--- src/rtl/dmem_port_arbiter_pkg.sv ---
// Shared FSM state and port-id encodings for the datamem port arbiter.
package dmem_port_arbiter_pkg;

  typedef enum logic [1:0] {
    ST_IDLE   = 2'd0,
    ST_ACCESS = 2'd1,
    ST_RESP   = 2'd2
  } state_e;

  typedef enum logic {
    PORT_C = 1'b0,
    PORT_D = 1'b1
  } port_e;

endpackage

--- src/rtl/dmem_port_arbiter_pick.sv ---
// Combinational grant between core (C) and debug (D) requesters.
// Build option: DMEM_ARB_ROUND_ROBIN_EN selects round-robin on contention; default is C-priority.
module dmem_port_arbiter_pick
  import dmem_port_arbiter_pkg::*;
(
  input  logic c_valid,
  input  logic d_valid,
  input  logic rr_last,
  output logic grant_c,
  output logic grant_d
);

  logic prefer_c;

`ifdef DMEM_ARB_ROUND_ROBIN_EN
  // On contention, favour whichever port did not win the previous handshake.
  assign prefer_c = (rr_last == PORT_D);
`else
  logic unused_rr_last;
  assign unused_rr_last = rr_last;
  assign prefer_c       = 1'b1;
`endif

  always_comb begin
    grant_c = c_valid & (~d_valid | prefer_c);
    grant_d = d_valid & (~c_valid | ~prefer_c);
  end

endmodule

--- src/rtl/dmem_port_arbiter.sv ---
// Shares single-port datamem between the MEM stage (C) and a debug/loader port (D).
// One transaction in flight: IDLE (grant) -> ACCESS (mem strobe) -> RESP (response pulse).
// Build option: DMEM_ARB_ROUND_ROBIN_EN (see dmem_port_arbiter_pick).
module dmem_port_arbiter
  import dmem_port_arbiter_pkg::*;
#(
  parameter  int unsigned ADDR_W    = 32,
  parameter  int unsigned DATA_W    = 32,
  parameter  int unsigned MEM_DEPTH = 32,
  localparam int unsigned BE_W      = DATA_W / 8,
  localparam int unsigned MEM_AW    = $clog2(MEM_DEPTH)
) (
  input  logic              clk,
  input  logic              rst_n,

  input  logic              c_req_valid,
  output logic              c_req_ready,
  input  logic              c_req_we,
  input  logic [ADDR_W-1:0] c_req_addr,
  input  logic [DATA_W-1:0] c_req_wdata,
  input  logic [BE_W-1:0]   c_req_be,
  output logic              c_rsp_valid,
  output logic [DATA_W-1:0] c_rsp_rdata,
  output logic              c_rsp_err,
  output logic              core_stall,

  input  logic              d_req_valid,
  output logic              d_req_ready,
  input  logic              d_req_we,
  input  logic [ADDR_W-1:0] d_req_addr,
  input  logic [DATA_W-1:0] d_req_wdata,
  input  logic [BE_W-1:0]   d_req_be,
  output logic              d_rsp_valid,
  output logic [DATA_W-1:0] d_rsp_rdata,
  output logic              d_rsp_err,

  output logic              mem_en,
  output logic              mem_we,
  output logic [MEM_AW-1:0] mem_addr,
  output logic [DATA_W-1:0] mem_wdata,
  output logic [BE_W-1:0]   mem_be,
  input  logic [DATA_W-1:0] mem_rdata
);

  state_e              state_q;
  port_e               owner_q;
  port_e               rr_last_q;
  logic                we_q;
  logic                err_q;
  logic                mem_en_q;
  logic                mem_we_q;
  logic [MEM_AW-1:0]   mem_addr_q;
  logic [DATA_W-1:0]   mem_wdata_q;
  logic [BE_W-1:0]     mem_be_q;
  logic                c_rsp_valid_q;
  logic                c_rsp_err_q;
  logic                d_rsp_valid_q;
  logic                d_rsp_err_q;

  logic                grant_c;
  logic                grant_d;
  logic                idle;
  logic                handshake;
  logic                sel_we;
  logic [ADDR_W-1:0]   sel_addr;
  logic [DATA_W-1:0]   sel_wdata;
  logic [BE_W-1:0]     sel_be;
  logic                sel_err;

  dmem_port_arbiter_pick u_pick (
    .c_valid (c_req_valid),
    .d_valid (d_req_valid),
    .rr_last (rr_last_q == PORT_D),
    .grant_c (grant_c),
    .grant_d (grant_d)
  );

  assign idle        = (state_q == ST_IDLE);
  assign c_req_ready = idle & grant_c;
  assign d_req_ready = idle & grant_d;
  assign handshake   = c_req_ready | d_req_ready;
  assign core_stall  = c_req_valid & ~c_req_ready;

  always_comb begin
    sel_we    = c_req_we;
    sel_addr  = c_req_addr;
    sel_wdata = c_req_wdata;
    sel_be    = c_req_be;
    if (grant_d) begin
      sel_we    = d_req_we;
      sel_addr  = d_req_addr;
      sel_wdata = d_req_wdata;
      sel_be    = d_req_be;
    end
    sel_err = (sel_addr[1:0] != 2'b00) | (sel_addr[ADDR_W-1:MEM_AW] != '0);
  end

  always_ff @(posedge clk or negedge rst_n) begin
    if (!rst_n) begin
      state_q       <= ST_IDLE;
      owner_q       <= PORT_C;
      rr_last_q     <= PORT_D;
      we_q          <= 1'b0;
      err_q         <= 1'b0;
      mem_en_q      <= 1'b0;
      mem_we_q      <= 1'b0;
      mem_addr_q    <= '0;
      mem_wdata_q   <= '0;
      mem_be_q      <= '0;
      c_rsp_valid_q <= 1'b0;
      c_rsp_err_q   <= 1'b0;
      d_rsp_valid_q <= 1'b0;
      d_rsp_err_q   <= 1'b0;
    end else begin
      case (state_q)
        ST_IDLE: begin
          if (handshake) begin
            owner_q     <= grant_d ? PORT_D : PORT_C;
            rr_last_q   <= grant_d ? PORT_D : PORT_C;
            we_q        <= sel_we;
            err_q       <= sel_err;
            // Memory strobe is launched at the grant edge so it is visible during ACCESS.
            mem_en_q    <= ~sel_err;
            mem_we_q    <= sel_we & ~sel_err;
            mem_addr_q  <= sel_addr[MEM_AW-1:0];
            mem_wdata_q <= sel_wdata;
            mem_be_q    <= sel_be;
            state_q     <= ST_ACCESS;
          end
        end
        ST_ACCESS: begin
          mem_en_q      <= 1'b0;
          mem_we_q      <= 1'b0;
          c_rsp_valid_q <= (owner_q == PORT_C);
          c_rsp_err_q   <= (owner_q == PORT_C) & err_q;
          d_rsp_valid_q <= (owner_q == PORT_D);
          d_rsp_err_q   <= (owner_q == PORT_D) & err_q;
          state_q       <= ST_RESP;
        end
        ST_RESP: begin
          c_rsp_valid_q <= 1'b0;
          c_rsp_err_q   <= 1'b0;
          d_rsp_valid_q <= 1'b0;
          d_rsp_err_q   <= 1'b0;
          state_q       <= ST_IDLE;
        end
        default: state_q <= ST_IDLE;
      endcase
    end
  end

  assign mem_en    = mem_en_q;
  assign mem_we    = mem_we_q;
  assign mem_addr  = mem_addr_q;
  assign mem_wdata = mem_wdata_q;
  assign mem_be    = mem_be_q;

  // Read data arrives from datamem during RESP, so it is gated rather than registered.
  assign c_rsp_valid = c_rsp_valid_q;
  assign c_rsp_err   = c_rsp_err_q;
  assign c_rsp_rdata = (c_rsp_valid_q & ~we_q & ~err_q) ? mem_rdata : '0;
  assign d_rsp_valid = d_rsp_valid_q;
  assign d_rsp_err   = d_rsp_err_q;
  assign d_rsp_rdata = (d_rsp_valid_q & ~we_q & ~err_q) ? mem_rdata : '0;

endmodule

--- config.mk ---
export PLATFORM = sky130hd
export DESIGN_NAME = dmem_port_arbiter
export DESIGN_NICKNAME = d
export VERILOG_FILES = /design/src/rtl/dmem_port_arbiter_pkg.sv /design/src/rtl/dmem_port_arbiter_pick.sv /design/src/rtl/dmem_port_arbiter.sv
export SDC_FILE = /design/constraint.sdc
export NUM_CORES = 1
export LEC_CHECK = 0
export CELL_PAD_IN_SITES_DETAIL_PLACEMENT = 0
export CELL_PAD_IN_SITES_GLOBAL_PLACEMENT = 2
export CORE_UTILIZATION = 13
export DETAILED_ROUTE_END_ITERATION = 8
export GPL_TIMING_DRIVEN = 0
export HOLD_SLACK_MARGIN = 0.12
export PLACE_DENSITY = 0.8
export REMOVE_ABC_BUFFERS = 1
export SLEW_MARGIN = 20
export SYNTH_ARGS = -nofsm -noshare
export SYNTH_HDL_FRONTEND = slang
export SYNTH_HIERARCHICAL = 1
export SYNTH_SLANG_ARGS = --single-unit
--- constraint.sdc ---
create_clock -name clk -period 1.65 [get_ports clk]
set_clock_uncertainty 0.15 [all_clocks]
set_input_delay 0.2475 -clock clk [delete_from_list [all_inputs] [get_ports clk]]
set_output_delay 0.2475 -clock clk [all_outputs]
set_load 0.02 [all_outputs]
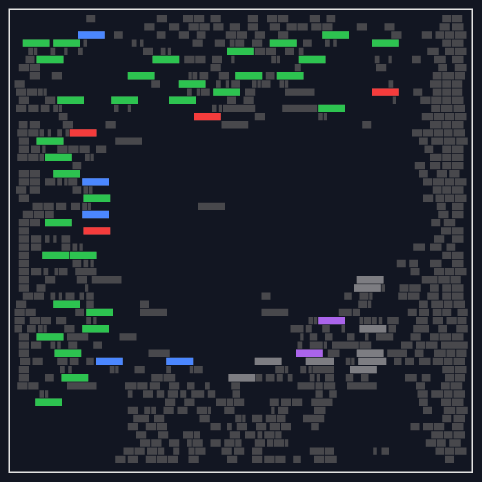
Fig. 1. Register map, names as in the netlist (run 1).
(3 px per um)
legend:
  red:
    signal: mem_be
    flops: 4
  green:
    signal: mem_wdata
    flops: 32
  purple:
    signal: state_q
    flops: 2
  blue:
    signal: mem_addr
    flops: 5
not coloured: 9
Util after Layout: 31.6%
FF/Latch Area: 1300 um2

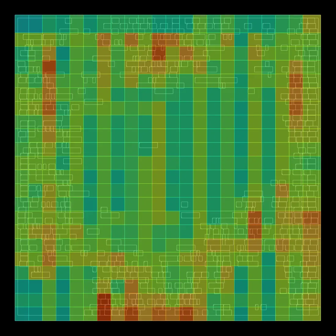
Fig. 2. Congestion heat map (run 1).
Tot GR Track Use: 10.9%
met2 GRT Util: 19.6%
GRT busiest layer: met2
wire length per cell: 13.8 um
met1 Use GR: 11.9%

==> flow_summary.json <==
{
  "gp_congestion": 0.683,
  "placed_cells": 889,
  "place_area_um2": 6300,
  "io-pin-count": 288,
  "powerDensity_nw_per_um2": 1030,
  "r2r_end": "mem_wdata[5]",
  "die_w_um": 154,
  "slew_violations": 0,
  "cts.path.max_buffers": 2,
  "rows": 55,
  "status": "finished, violations left",
  "pre_cts_ws_ns": -1.04,
  "synthToLayoutAreaGrowth_pct": 139,
  "drive_gt1_share_pct": 31.7,
  "rsz0062_at_grt": "true",
  "peakVddDrop_v": 0.000399,
  "grt_overflow": 0,
  "layout_min_cycle_time_ns": 1.89,
  "r2r.worst_path.cells": 7,
  "synthCells": 330,
  "power_mw": 7.36,
  "critPathKind": "flip-flop to output port",
  "cts_root_buf": "clkbuf_16",
  "timing.hold.ws_ns": 0.195,
  "grt_max_degree": 37,
  "hpwl_um": 9680,
  "violations": "setup timing",
  "fmax_ghz": 0.531,
  "hold_viol": 0,
  "worstReg2RegStart": "state_q[0]",
  "grt_pass1_vias": 3551,
  "hold_path_end": "mem_addr[1]",
  "layout_top_cells": "clkdlybuf4s50_1, buf_6, and2_4, dfrtp_1, dlygate4sd2_1",
  "relSlewSlack_pct": 69.7,
  "cp.arrival_ns": 1.49,
  "drt_first_pass_iters": 4,
  "antenna_cells": 0,
  "setup_viol_count_final": 65,
  "port_buffers": 287,
  "setup_ws_ns": -0.235,
  "min_from": "c_req_addr[1]",
  "crit_path_start_kind": "flip-flop",
  "final_nets": 826,
  "drt-initial-drc-count": 90,
  "core_um2": 22600,
  "final-comb-area_um2": 1830,
  "cts.sinks": 52,
  "cts_buffers": 5,
  "postSynthAreaPerCell_um2": 9.08,
  "grt_pass1_wl_um": 19900,
  "cap_violations": 0,
  "required_ns": 1.25,
  "netlist_area_um2": 3000,
  "crit_fanout": 8,
  "fin_cells": 934
}
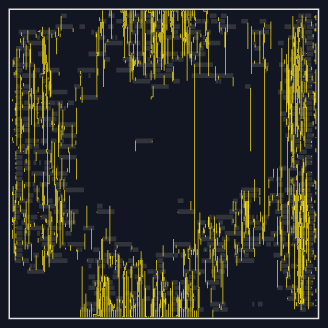
Fig. 3. M2 wires (run 1).
(2 px per um) Cells faint in the background.
share of all routed wire: 50%
wire length on this layer: 6490 um
Vias: 3538
total routed wirelength: 12900 um

run 1: power by group:
part	switching [mW]	internal (mW)	total (mW)
sequential	0.319	1.86	2.18
clock	0.527	0.723	1.25
combinational	2.02	1.91	3.94
run 1: worst max-delay path by stage:
stage | from | to | depth (start not counted)
floorplan | d_req_valid | state_q[0] | 5
global placement | c_req_valid | state_q[1] | 5
detailed placement | c_req_valid | d_req_ready | 4
CTS | err_q | c_rsp_rdata[20] | 5
global route | err_q | c_rsp_rdata[3] | 5
finish | we_q | c_rsp_rdata[25] | 5
run 1: sequential cells by signal, indices dropped and copies added (netlist names):
| name | cells |
|---|---|
| mem_be | 4 |
| c_rsp_valid | 1 |
| state_q | 2 |
| d_rsp_valid | 1 |
| mem_we | 1 |
| mem_en | 1 |
| mem_wdata | 32 |
| we_q | 1 |
| mem_addr | 5 |
| err_q | 1 |
| c_rsp_err | 1 |
| owner_q | 1 |
| d_rsp_err | 1 |
run 1: cell type report:
cell class	count	area share (%)
clock buffers	5	1.75
clock inverters	3	0.664
inverters	8	0.419
multi-input cells	250	25.5
flip-flops and latches	52	18.2
well taps	285	4.98
repair buffers	331	48.5
run 1: routing by layer:
layer | track usage, % | vias to the layer above | wire [um]
li1 | - | 1754 | -
met1 | 11.9 | 1584 | 5000
met2 | 19.6 | 193 | 6490
met3 | 4.17 | 7 | 1240
met4 | 2.62 | 0 | 128
met5 | 0 | - | 0
run 1: repair_timing:
action                                  4_1_cts  5_1_grt
hold endpoints to repair                     53        0
buffers inserted                             24        5
resized                                     523       58
endpoints found under the setup margin      161       90
pin swaps                                    43       24
hold buffers                                  2        0
gates cloned                                  6        1
run 1: worst max-delay path: stages, from the launching register on:
cell,delay (ns)
dfrtp_2,0.44
nor3b_4,0.20
buf_6,0.16
buf_6,0.14
and2_4,0.14
buf_6,0.10
Power and IR drop assume default switching activity.
